File: config.mk
export PLATFORM = sky130hd
export DESIGN_NAME = aw_channel_arbiter
export DESIGN_NICKNAME = d
export VERILOG_FILES = /design/src/rtl/aw_arb_pkg.sv /design/src/rtl/rr_arbiter.sv /design/src/rtl/aw_channel_arbiter.sv
export SDC_FILE = /design/constraint.sdc
export NUM_CORES = 1
export LEC_CHECK = 0
export CORE_UTILIZATION = 41
export CTS_BUF_LIST = sky130_fd_sc_hd__clkbuf_4
export CTS_CLUSTER_SIZE = 30
export DETAILED_ROUTE_END_ITERATION = 8
export GPL_TIMING_DRIVEN = 0
export PLACE_DENSITY = 0.88
export SYNTH_ARGS = -nofsm -noshare
export SYNTH_HDL_FRONTEND = slang
export SYNTH_HIERARCHICAL = 1
export SYNTH_SLANG_ARGS = --single-unit
File: constraint.sdc
create_clock -name aclk -period 6.9 [get_ports aclk]
set_input_delay 1.38 -clock aclk [delete_from_list [all_inputs] [get_ports aclk]]
set_output_delay 1.38 -clock aclk [all_outputs]
set_load 0.02 [all_outputs]
File: src/rtl/aw_arb_pkg.sv
// Shared types and constants for the AW channel arbiter.
// State encoding, AXI burst encodings and the default legal address ceiling.
package aw_arb_pkg;

  typedef enum logic [1:0] {
    IDLE   = 2'b00,
    ADDR   = 2'b01,
    WAIT_B = 2'b10
  } state_t;

  localparam logic [1:0] BURST_FIXED = 2'b00;
  localparam logic [1:0] BURST_INCR  = 2'b01;
  localparam logic [1:0] BURST_WRAP  = 2'b10;

  localparam logic [15:0] DEFAULT_ADDR_LIMIT = 16'h3FFF;

endpackage

File: src/rtl/rr_arbiter.sv
// Combinational round-robin pick: first set request after ptr, wrapping,
// returned as a one-hot grant plus its index.
module rr_arbiter #(
  parameter int NUM_REQ = 4,
  parameter int ID_W    = $clog2(NUM_REQ)
) (
  input  logic [NUM_REQ-1:0] req,
  input  logic [ID_W-1:0]    ptr,
  output logic [NUM_REQ-1:0] grant,
  output logic [ID_W-1:0]    grant_idx,
  output logic               grant_any
);

  logic [ID_W-1:0] cand;

  // Scan from the farthest candidate down to ptr+1 so the nearest one is written last.
  always_comb begin
    grant     = '0;
    grant_idx = '0;
    grant_any = 1'b0;
    cand      = '0;
    for (int k = NUM_REQ; k >= 1; k--) begin
      cand = ID_W'((int'(ptr) + k) % NUM_REQ);
      if (req[cand]) begin
        grant       = '0;
        grant[cand] = 1'b1;
        grant_idx   = cand;
        grant_any   = 1'b1;
      end
    end
  end

endmodule

File: src/rtl/aw_channel_arbiter.sv
// Round-robin sequencer sharing one AXI4 AW channel; holds the channel until wr_done.
// Optional range check on the winning address is enabled by AW_ARB_RANGE_CHECK_EN.
module aw_channel_arbiter
  import aw_arb_pkg::*;
#(
  parameter int                NUM_REQ    = 4,
  parameter int                ADDR_W     = 16,
  parameter logic [ADDR_W-1:0] ADDR_LIMIT = ADDR_W'(DEFAULT_ADDR_LIMIT),
  parameter int                ID_W       = $clog2(NUM_REQ)
) (
  input  logic                    aclk,
  input  logic                    areset,
  input  logic [NUM_REQ-1:0]      req_valid,
  input  logic [NUM_REQ*ADDR_W-1:0] req_addr,
  input  logic [NUM_REQ*8-1:0]    req_len,
  input  logic [NUM_REQ*3-1:0]    req_size,
  input  logic [NUM_REQ*2-1:0]    req_burst,
  output logic [NUM_REQ-1:0]      req_ack,
  output logic [ADDR_W-1:0]       awaddr,
  output logic [7:0]              awlen,
  output logic [2:0]              awsize,
  output logic [1:0]              awburst,
  output logic                    awvalid,
  input  logic                    awready,
  input  logic                    wr_done,
  output logic [ID_W-1:0]         grant_id,
  output logic                    busy,
  output logic                    aw_err
);

`ifdef AW_ARB_RANGE_CHECK_EN
  localparam bit RANGE_EN = 1'b1;
`else
  localparam bit RANGE_EN = 1'b0;
`endif

  state_t              state_reg, state_next;
  logic [ID_W-1:0]     ptr_reg, ptr_next;
  logic [ID_W-1:0]     grant_reg, grant_next;
  logic [ADDR_W-1:0]   awaddr_reg, awaddr_next;
  logic [7:0]          awlen_reg, awlen_next;
  logic [2:0]          awsize_reg, awsize_next;
  logic [1:0]          awburst_reg, awburst_next;
  logic                awvalid_reg, awvalid_next;
  logic [NUM_REQ-1:0]  ack_reg, ack_next;
  logic                err_reg, err_next;

  logic [ADDR_W-1:0]   addr_arr  [NUM_REQ];
  logic [7:0]          len_arr   [NUM_REQ];
  logic [2:0]          size_arr  [NUM_REQ];
  logic [1:0]          burst_arr [NUM_REQ];

  logic [NUM_REQ-1:0]  win_onehot;
  logic [ID_W-1:0]     win_idx;
  logic                win_any;
  logic                range_err;

  for (genvar gi = 0; gi < NUM_REQ; gi++) begin : g_unpack
    assign addr_arr[gi]  = req_addr[gi*ADDR_W +: ADDR_W];
    assign len_arr[gi]   = req_len[gi*8 +: 8];
    assign size_arr[gi]  = req_size[gi*3 +: 3];
    assign burst_arr[gi] = req_burst[gi*2 +: 2];
  end

  rr_arbiter #(
    .NUM_REQ (NUM_REQ),
    .ID_W    (ID_W)
  ) u_rr_arbiter (
    .req       (req_valid),
    .ptr       (ptr_reg),
    .grant     (win_onehot),
    .grant_idx (win_idx),
    .grant_any (win_any)
  );

  assign range_err = RANGE_EN && (addr_arr[win_idx] > ADDR_LIMIT);

  always_comb begin
    state_next   = state_reg;
    ptr_next     = ptr_reg;
    grant_next   = grant_reg;
    awaddr_next  = awaddr_reg;
    awlen_next   = awlen_reg;
    awsize_next  = awsize_reg;
    awburst_next = awburst_reg;
    awvalid_next = awvalid_reg;
    ack_next     = '0;
    err_next     = 1'b0;
    case (state_reg)
      IDLE: begin
        if (win_any) begin
          ack_next   = win_onehot;
          grant_next = win_idx;
          ptr_next   = win_idx;
          if (range_err) begin
            // Rejected request is acknowledged and flagged, but nothing goes out on AW.
            err_next = 1'b1;
          end else begin
            awaddr_next  = addr_arr[win_idx];
            awlen_next   = len_arr[win_idx];
            awsize_next  = size_arr[win_idx];
            awburst_next = burst_arr[win_idx];
            awvalid_next = 1'b1;
            state_next   = ADDR;
          end
        end
      end
      ADDR: begin
        if (awready) begin
          awvalid_next = 1'b0;
          awaddr_next  = '0;
          awlen_next   = '0;
          awsize_next  = '0;
          awburst_next = BURST_FIXED;
          state_next   = WAIT_B;
        end
      end
      WAIT_B: begin
        if (wr_done) begin
          state_next = IDLE;
        end
      end
      default: begin
        state_next = IDLE;
      end
    endcase
  end

  always_ff @(posedge aclk) begin
    if (areset) begin
      state_reg   <= IDLE;
      ptr_reg     <= ID_W'(NUM_REQ - 1);
      grant_reg   <= '0;
      awaddr_reg  <= '0;
      awlen_reg   <= '0;
      awsize_reg  <= '0;
      awburst_reg <= BURST_FIXED;
      awvalid_reg <= 1'b0;
      ack_reg     <= '0;
      err_reg     <= 1'b0;
    end else begin
      state_reg   <= state_next;
      ptr_reg     <= ptr_next;
      grant_reg   <= grant_next;
      awaddr_reg  <= awaddr_next;
      awlen_reg   <= awlen_next;
      awsize_reg  <= awsize_next;
      awburst_reg <= awburst_next;
      awvalid_reg <= awvalid_next;
      ack_reg     <= ack_next;
      err_reg     <= err_next;
    end
  end

  assign req_ack  = ack_reg;
  assign awaddr   = awaddr_reg;
  assign awlen    = awlen_reg;
  assign awsize   = awsize_reg;
  assign awburst  = awburst_reg;
  assign awvalid  = awvalid_reg;
  assign grant_id = grant_reg;
  assign busy     = (state_reg != IDLE);
  assign aw_err   = err_reg;

endmodule
==> flow_summary.html <==
<h2>Synthesis and place &amp; route</h2>
<table>
<tr><th>Metric</th><th>Value</th></tr>
<tr><th colspan="2">STA</th></tr>
<tr><td>Unrepaired setup endpoints after global routing</td><td>no</td></tr>
<tr><td>Endpoints failing hold</td><td>0</td></tr>
<tr><td>Tightest Pin Transition</td><td>0.6773 ns</td></tr>
<tr><th colspan="2">Logic synthesis</th></tr>
<tr><td>Dominant flop cell</td><td>dfxtp_1</td></tr>
<tr><td>Number of synthesized flops with an enable pin</td><td>0</td></tr>
<tr><td>Most popular library cell in the synthesized design by count</td><td>dfxtp_1</td></tr>
<tr><td>AND-OR/OR-AND Cells, Area Fraction</td><td>0.1786</td></tr>
<tr><td>Synthesized netlist cell count</td><td>214</td></tr>
<tr><td>Synth Register Bits</td><td>40</td></tr>
<tr><th colspan="2">Finish</th></tr>
<tr><td>Final core occ</td><td>0.7249</td></tr>
<tr><td>Flip-flop count of the largest register, all copies and words added</td><td>16</td></tr>
<tr><td>Multi-input gate share of total cell area</td><td>0.3607</td></tr>
<tr><td>Area added between synthesis and finish</td><td>68.50%</td></tr>
<tr><td>Number of cells in the finished layout apart from fillers</td><td>456</td></tr>
<tr><th colspan="2">Power and ir drop</th></tr>
<tr><td>Sequential-cell power consumption</td><td>297 uW</td></tr>
<tr><td>Static Leak</td><td>1.652 nW</td></tr>
<tr><th colspan="2">Routing</th></tr>
<tr><td>Routed metal-1 wire length</td><td>2.831 mm</td></tr>
<tr><th colspan="2">GRT</th></tr>
<tr><td>Overflow left after global routing</td><td>0</td></tr>
<tr><th colspan="2">Critical path</th></tr>
<tr><td>Capture point of the critical path</td><td>awaddr[9]$_SDFFE_PP0P_</td></tr>
<tr><td>Worst setup SP type</td><td>input port</td></tr>
<tr><td>Critical path buffer and inverter count</td><td>3</td></tr>
<tr><th colspan="2">Placement</th></tr>
<tr><td>Gp weighted congestion</td><td>0.8644</td></tr>
<tr><td>Number of placed cells counting well taps</td><td>448</td></tr>
<tr><th colspan="2">Status</th></tr>
<tr><td>Status</td><td>completed</td></tr>
<tr><th colspan="2">CTS</th></tr>
<tr><td>Maximum level of the CTS H-tree</td><td>2</td></tr>
<tr><th colspan="2">Worst hold path</th></tr>
<tr><td>Hold Crit Class</td><td>reg -&gt; reg</td></tr>
</table>
Figure 1. Pin placement.
Pins as bars across the die edge, other pins in grey.
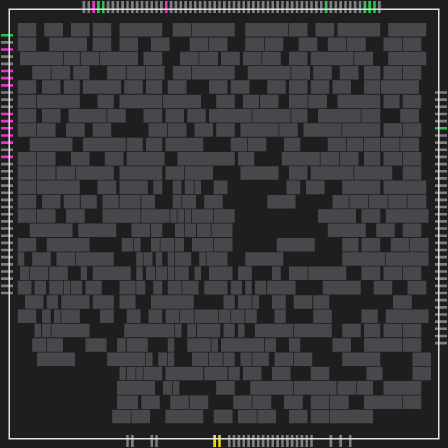
legend:
  green:
    port: `awlen`
    pins: 8
    direction: output
    edge: 6 top, 1 left, 1 right
  yellow:
    port: `grant_id`
    pins: 2
    direction: output
    edge: bottom
  magenta:
    port: `req_size`
    pins: 12
    direction: input
    edge: 10 left, 2 top

Figure 2. Clock distribution.
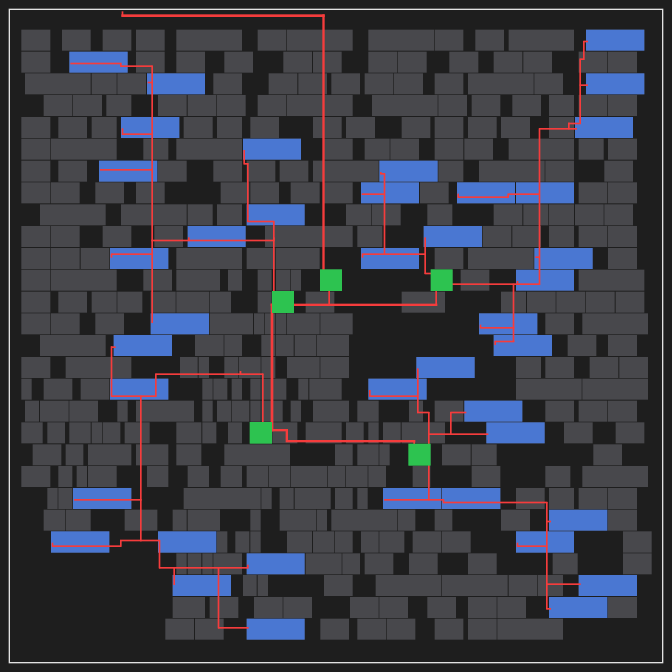
legend:
  red:
    item: clock wires
    length: 513 um
  blue:
    item: flip-flops
    count: 40
  green:
    item: cells driving clock nets
    count: 5
routed clock nets: 6
flops lie: widely spread

Figure 3. Placement by cell class.
Bar = 20 um.
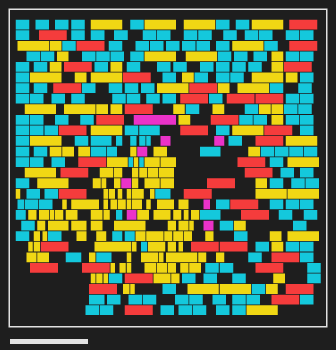
legend:
  red:
    class: flip-flops
    cells: 40
    share_of_their_area: 19%
  yellow:
    class: all other logic
    cells: 152
    share_of_their_area: 37%
  cyan:
    class: other buffers and delay cells
    cells: 181
    share_of_their_area: 42%
  magenta:
    class: clock drivers and dummy loads
    cells: 8
    share_of_their_area: 1.9%

Figure 4. Clock routing.
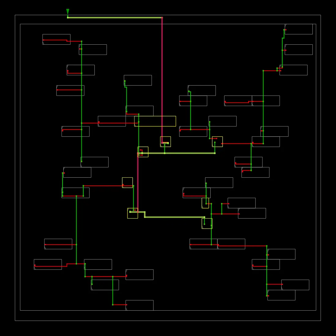
power in the clock group: 157 uW
number of clock buffer instances in the layout: 5
seq_cells: 40
Skew-Pair Late Insertion Delay: 0.35 ns

Power and IR drop assume default switching activity.
